[src/rtl/muldiv_pkg.sv]
`default_nettype none
// ============================================================================
//  Module      : muldiv_pkg
//  Description : Shared types and op-decode helpers for the otter_muldiv
//                multiply/divide unit (RV32M funct3 encodings, FSM states).
//  Revision    : 1.0 - initial release
// ============================================================================
package muldiv_pkg;

    typedef enum logic [2:0] {
        OP_MUL    = 3'b000,
        OP_MULH   = 3'b001,
        OP_MULHSU = 3'b010,
        OP_MULHU  = 3'b011,
        OP_DIV    = 3'b100,
        OP_DIVU   = 3'b101,
        OP_REM    = 3'b110,
        OP_REMU   = 3'b111
    } muldiv_op_e;

    typedef enum logic [1:0] {
        ST_IDLE = 2'd0,
        ST_CALC = 2'd1,
        ST_FIN  = 2'd2
    } muldiv_state_e;

    // Divide and remainder ops all have funct3[2] set
    function automatic logic is_div(input logic [2:0] op);
        return op[2];
    endfunction

    // Remainder ops are the divide ops with funct3[1] set
    function automatic logic is_rem(input logic [2:0] op);
        return op[2] & op[1];
    endfunction

    function automatic logic is_signed_a(input logic [2:0] op);
        return (op == OP_MULH) || (op == OP_MULHSU) || (op == OP_DIV) || (op == OP_REM);
    endfunction

    function automatic logic is_signed_b(input logic [2:0] op);
        return (op == OP_MULH) || (op == OP_DIV) || (op == OP_REM);
    endfunction

endpackage
`default_nettype wire

[src/rtl/muldiv_div_step.sv]
`default_nettype none
// ============================================================================
//  Module      : muldiv_div_step
//  Description : One combinational restoring-divide step. Shifts the next
//                dividend bit into the partial remainder and subtracts the
//                divisor when it fits, producing one quotient bit.
//  Revision    : 1.0 - initial release
// ============================================================================
module muldiv_div_step #(
    parameter int WIDTH = 32
) (
    input  logic [WIDTH-1:0] i_rem,
    input  logic             i_msb,
    input  logic [WIDTH-1:0] i_divisor,
    output logic [WIDTH-1:0] o_rem_next,
    output logic             o_q_bit
);

    logic [WIDTH:0]   w_shift;
    logic [WIDTH+1:0] w_diff;

    // The partial remainder is always below the divisor, so the shifted value fits in WIDTH+1 bits
    assign w_shift    = {i_rem, i_msb};
    assign w_diff     = {1'b0, w_shift} - {2'b00, i_divisor};
    assign o_q_bit    = ~w_diff[WIDTH+1];
    assign o_rem_next = o_q_bit ? w_diff[WIDTH-1:0] : w_shift[WIDTH-1:0];

endmodule
`default_nettype wire

[src/rtl/otter_muldiv.sv]
`default_nettype none
// ============================================================================
//  Module      : otter_muldiv
//  Description : Multi-cycle RV32M multiply/divide unit. Iterative shift-add
//                multiply and restoring divide over operand magnitudes, with
//                sign correction on the way out and a one-cycle done pulse.
//                WIDTH must be even and at least 4.
//  Config      : OTTER_MULDIV_FAST_MUL_EN - single-cycle combinational
//                multiplier for MUL* ops; divides stay iterative.
//  Revision    : 1.0 - initial release
// ============================================================================
module otter_muldiv
    import muldiv_pkg::*;
#(
    parameter int WIDTH = 32
) (
    input  logic             clk,
    input  logic             rst,
    input  logic             start,
    input  logic             kill,
    input  logic [2:0]       op,
    input  logic [WIDTH-1:0] src_a,
    input  logic [WIDTH-1:0] src_b,
    output logic             busy,
    output logic             done,
    output logic [WIDTH-1:0] result
);

    localparam int               CNT_W  = $clog2(WIDTH + 1);
    localparam logic [CNT_W-1:0] c_last = CNT_W'(WIDTH - 1);
    localparam logic [WIDTH-1:0] c_min  = {1'b1, {(WIDTH-1){1'b0}}};

    muldiv_state_e      r_state;
    muldiv_state_e      w_state_next;
    logic [2:0]         r_op;
    logic [WIDTH-1:0]   r_hi;
    logic [WIDTH-1:0]   r_lo;
    logic [WIDTH-1:0]   r_b;
    logic [WIDTH-1:0]   r_result;
    logic               r_neg;
    logic               r_done;
    logic [CNT_W-1:0]   r_cnt;

    logic               w_sa;
    logic               w_sb;
    logic [WIDTH-1:0]   w_a_mag;
    logic [WIDTH-1:0]   w_b_mag;
    logic               w_neg_in;
    logic               w_b_zero;
    logic               w_ovf;
    logic               w_fast_div;
    logic               w_fast_mul;
    logic [2*WIDTH-1:0] w_fast_prod;
    logic               w_accept;
    logic [WIDTH:0]     w_mul_sum;
    logic [WIDTH-1:0]   w_rem_next;
    logic               w_qbit;
    logic [2*WIDTH-1:0] w_prod_mag;
    logic [2*WIDTH-1:0] w_prod;
    logic [WIDTH-1:0]   w_final;

    // Operand decode: signs, magnitudes and the sign of the final result
    assign w_sa     = is_signed_a(op) & src_a[WIDTH-1];
    assign w_sb     = is_signed_b(op) & src_b[WIDTH-1];
    assign w_a_mag  = w_sa ? -src_a : src_a;
    assign w_b_mag  = w_sb ? -src_b : src_b;
    assign w_neg_in = is_rem(op) ? w_sa : (w_sa ^ w_sb);

    // Divide-by-zero and signed overflow are resolved without iterating
    assign w_b_zero   = (src_b == '0);
    assign w_ovf      = ((op == OP_DIV) || (op == OP_REM)) && (src_a == c_min) && (src_b == '1);
    assign w_fast_div = is_div(op) && (w_b_zero || w_ovf);
    assign w_accept   = (r_state == ST_IDLE) && start && !kill;

`ifdef OTTER_MULDIV_FAST_MUL_EN
    assign w_fast_mul  = !is_div(op);
    assign w_fast_prod = {{WIDTH{1'b0}}, w_a_mag} * {{WIDTH{1'b0}}, w_b_mag};
`else
    assign w_fast_mul  = 1'b0;
    assign w_fast_prod = '0;
`endif

    // Shift-add step: r_lo holds the remaining multiplier bits, r_hi the running high half
    assign w_mul_sum = {1'b0, r_hi} + (r_lo[0] ? {1'b0, r_b} : '0);

    muldiv_div_step #(
        .WIDTH      (WIDTH)
    ) u_div_step (
        .i_rem      (r_hi),
        .i_msb      (r_lo[WIDTH-1]),
        .i_divisor  (r_b),
        .o_rem_next (w_rem_next),
        .o_q_bit    (w_qbit)
    );

    // Sign correction: r_hi is remainder / product high, r_lo is quotient / product low
    assign w_prod_mag = {r_hi, r_lo};
    assign w_prod     = r_neg ? -w_prod_mag : w_prod_mag;
    assign w_final    = is_div(r_op) ? (is_rem(r_op) ? (r_neg ? -r_hi : r_hi)
                                                     : (r_neg ? -r_lo : r_lo))
                                     : ((r_op == OP_MUL) ? w_prod[WIDTH-1:0]
                                                         : w_prod[2*WIDTH-1:WIDTH]);

    // State register
    always_ff @(posedge clk) begin
        if (rst) r_state <= ST_IDLE;
        else     r_state <= w_state_next;
    end

    // Next-state and busy decode
    always_comb begin
        w_state_next = r_state;
        busy         = (r_state != ST_IDLE);
        case (r_state)
            ST_IDLE: if (w_accept) w_state_next = (w_fast_div || w_fast_mul) ? ST_FIN : ST_CALC;
            ST_CALC: if (kill) w_state_next = ST_IDLE;
                     else if (r_cnt == c_last) w_state_next = ST_FIN;
            ST_FIN:  w_state_next = ST_IDLE;
            default: w_state_next = ST_IDLE;
        endcase
    end

    // Datapath: operand latch, one iteration per CALC cycle, result register and done pulse
    always_ff @(posedge clk) begin
        if (rst) begin
            r_op     <= '0;
            r_hi     <= '0;
            r_lo     <= '0;
            r_b      <= '0;
            r_neg    <= 1'b0;
            r_cnt    <= '0;
            r_result <= '0;
            r_done   <= 1'b0;
        end else begin
            r_done <= 1'b0;
            case (r_state)
                ST_IDLE: begin
                    if (w_accept) begin
                        r_op  <= op;
                        r_cnt <= '0;
                        r_b   <= w_b_mag;
                        if (w_fast_div) begin
                            r_hi  <= w_b_zero ? src_a : '0;
                            r_lo  <= w_b_zero ? '1 : c_min;
                            r_neg <= 1'b0;
                        end else if (w_fast_mul) begin
                            {r_hi, r_lo} <= w_fast_prod;
                            r_neg        <= w_neg_in;
                        end else begin
                            r_hi  <= '0;
                            r_lo  <= w_a_mag;
                            r_neg <= w_neg_in;
                        end
                    end
                end
                ST_CALC: begin
                    if (!kill) begin
                        r_cnt <= r_cnt + 1'b1;
                        if (is_div(r_op)) begin
                            r_hi <= w_rem_next;
                            r_lo <= {r_lo[WIDTH-2:0], w_qbit};
                        end else begin
                            r_hi <= w_mul_sum[WIDTH:1];
                            r_lo <= {w_mul_sum[0], r_lo[WIDTH-1:1]};
                        end
                    end
                end
                ST_FIN: begin
                    if (!kill) begin
                        r_result <= w_final;
                        r_done   <= 1'b1;
                    end
                end
                default: ;
            endcase
        end
    end

    assign done   = r_done;
    assign result = r_result;

endmodule
`default_nettype wire

[config.mk]
export PLATFORM = sky130hd
export DESIGN_NAME = otter_muldiv
export DESIGN_NICKNAME = d
export VERILOG_FILES = /design/src/rtl/muldiv_pkg.sv /design/src/rtl/muldiv_div_step.sv /design/src/rtl/otter_muldiv.sv
export SDC_FILE = /design/constraint.sdc
export NUM_CORES = 1
export LEC_CHECK = 0
export CORE_MARGIN = 1.5
export CORE_UTILIZATION = 38
export DETAILED_ROUTE_END_ITERATION = 16
export PLACE_DENSITY = 0.64
export SLEW_MARGIN = 20
export SYNTH_ARGS = -nofsm -noshare
export SYNTH_HDL_FRONTEND = slang
export SYNTH_HIERARCHICAL = 1
export SYNTH_SLANG_ARGS = --single-unit
[constraint.sdc]
create_clock -name clk -period 3.7 [get_ports clk]
set_clock_uncertainty 0.1 [all_clocks]
set_input_delay 0.74 -clock clk [delete_from_list [all_inputs] [get_ports clk]]
set_output_delay 0.74 -clock clk [all_outputs]
set_load 0.02 [all_outputs]
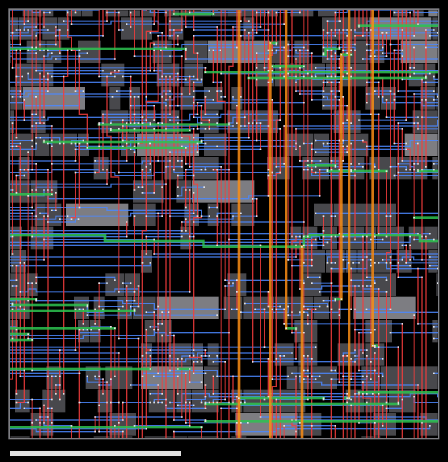
**Above:** a small window of the routed layout.
Bar = 20 um. Window x 74 to 124, y 114 to 164 um. Cells in gray, sequential cells in the stronger gray; small squares are vias.
met2 -> red
met1 -> blue
met3 -> green
met4 -> orange
netlist names of flops here include = r_hi (8), r_lo (4)
sequential cells in the window = 12
most frequent = nor2_1 (21), a21oi_1 (18), buf_4 (17)
cells with their middle in the window = 177

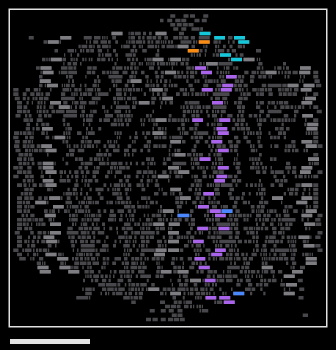
**Above:** register map, names as in the netlist.
Bar = 50 um. Other sequential cells in the stronger gray, the rest of the logic in the fainter gray.
r_lo -> purple  # flops 32
r_cnt -> cyan  # flops 6
r_state -> orange  # flops 2
r_op -> blue  # flops 3
power in sequential cells: 1740 uW
Final Util: 45.7%
area taken by flip-flops and latches: 2830 um^2
register share of the cell area: 16.4%

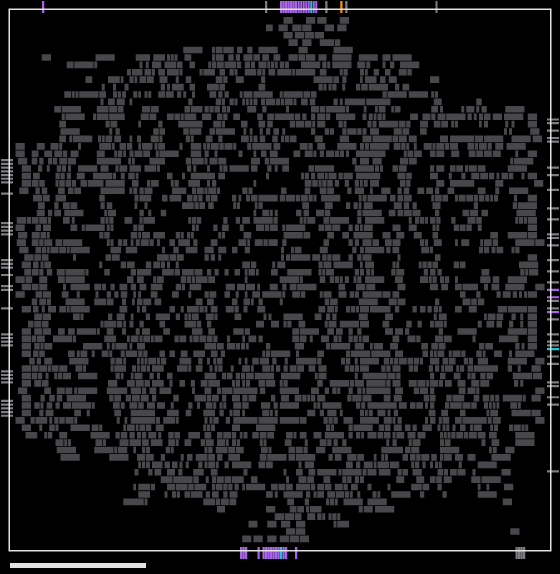
**Above:** pin map.
Bar = 50 um. Pins as bars across the die edge, other pins in gray.
op -> cyan  # pins 3, direction input, edge 1 south, 1 east, 1 north
kill -> orange  # pins 1, direction input, edge north
src_a -> purple  # pins 32, direction input, edge 15 north, 14 south, 3 east
Die Height: 198 um
horizontal die dimension: 198 um
Port Buffer Count: 104

==> results.txt <==
Results of an implementation run.

Counting flops with a built-in enable in the synthesized netlist gives 0. The arrival time of data at the worst endpoint is listed as 3.75 ns. The buffer cell driving the clock tree root is clkbuf_16. Looking at the gate-level netlist, the highest instance count belongs to nor2_1. Wires add up to ~53000 um. The number of warnings in the stage logs is 27. The final layout report lists a filler cell count of 3817.

The maximum cell stage delay along the critical path is around 0.4 ns. The synthesis run identifies the leading combinational cell family as AND-OR/OR-AND gates. For this run, global-route usage on met3 was measured as approximately 3.5%. The global route total overflow is 0. Setup repair after global routing left no endpoint under its margin. The peak clock frequency supported by timing is 285 MHz. The endpoint of the worst-slack reg-to-reg timing path is r_hi[28]$_SDFFE_PP0P_.

Dividing the detail-routed via count by the number of cells gives 5.89. Wire segments on met3 add up to ~3300 um in the final route. The number of primary I/O pins is 105. The global-route wire length before repair is 82900 um. In the final routing, the length of wire on met1 measures 24100 um. Summing all multi-input logic gate instances after layout gives 10800 um^2. The number of buffers other than clock buffers in the final layout is 225. The synthesis run shows the most used standard cells to be nor2_1, nand2_1, a21oi_1, o21ai_0, dfxtp_1. The final period utilization is 94.8%. Per the synthesis report, the single largest cell type by area occupies 19.5% of cell area.

Per the hold report, the tightest min-delay path originates at result[23]$_SDFFE_PP0P_. For hold timing, the worst endpoint is result[23]$_SDFFE_PP0P_. The detail route stage leaves a number of antenna-violating nets equal to 0. Looking at the critical path, the single cell with the biggest stage delay is fa_1. The run finished with clean final reports. Combinational cells consume a total of ~2300 uW. Entering global routing, the biggest net connects 84 pins. The proportion of layout cells with a drive suffix above 1 is roughly a tenth. The TritonCTS clock tree is done. Tracing the worst setup path back leads to its startpoint at r_lo[31]$_SDFFE_PP0P_. The proportion of register bits with asynchronous set or reset after synthesis is 0%.

In this run the VDD rail shows a maximum IR drop of roughly 0.00027 V. The number of standard-cell rows in the floorplan is 71. In this run the maximum-capacitance check reported violations numbering 0.
No activity file was given, so power comes from the tool's default toggle rates.
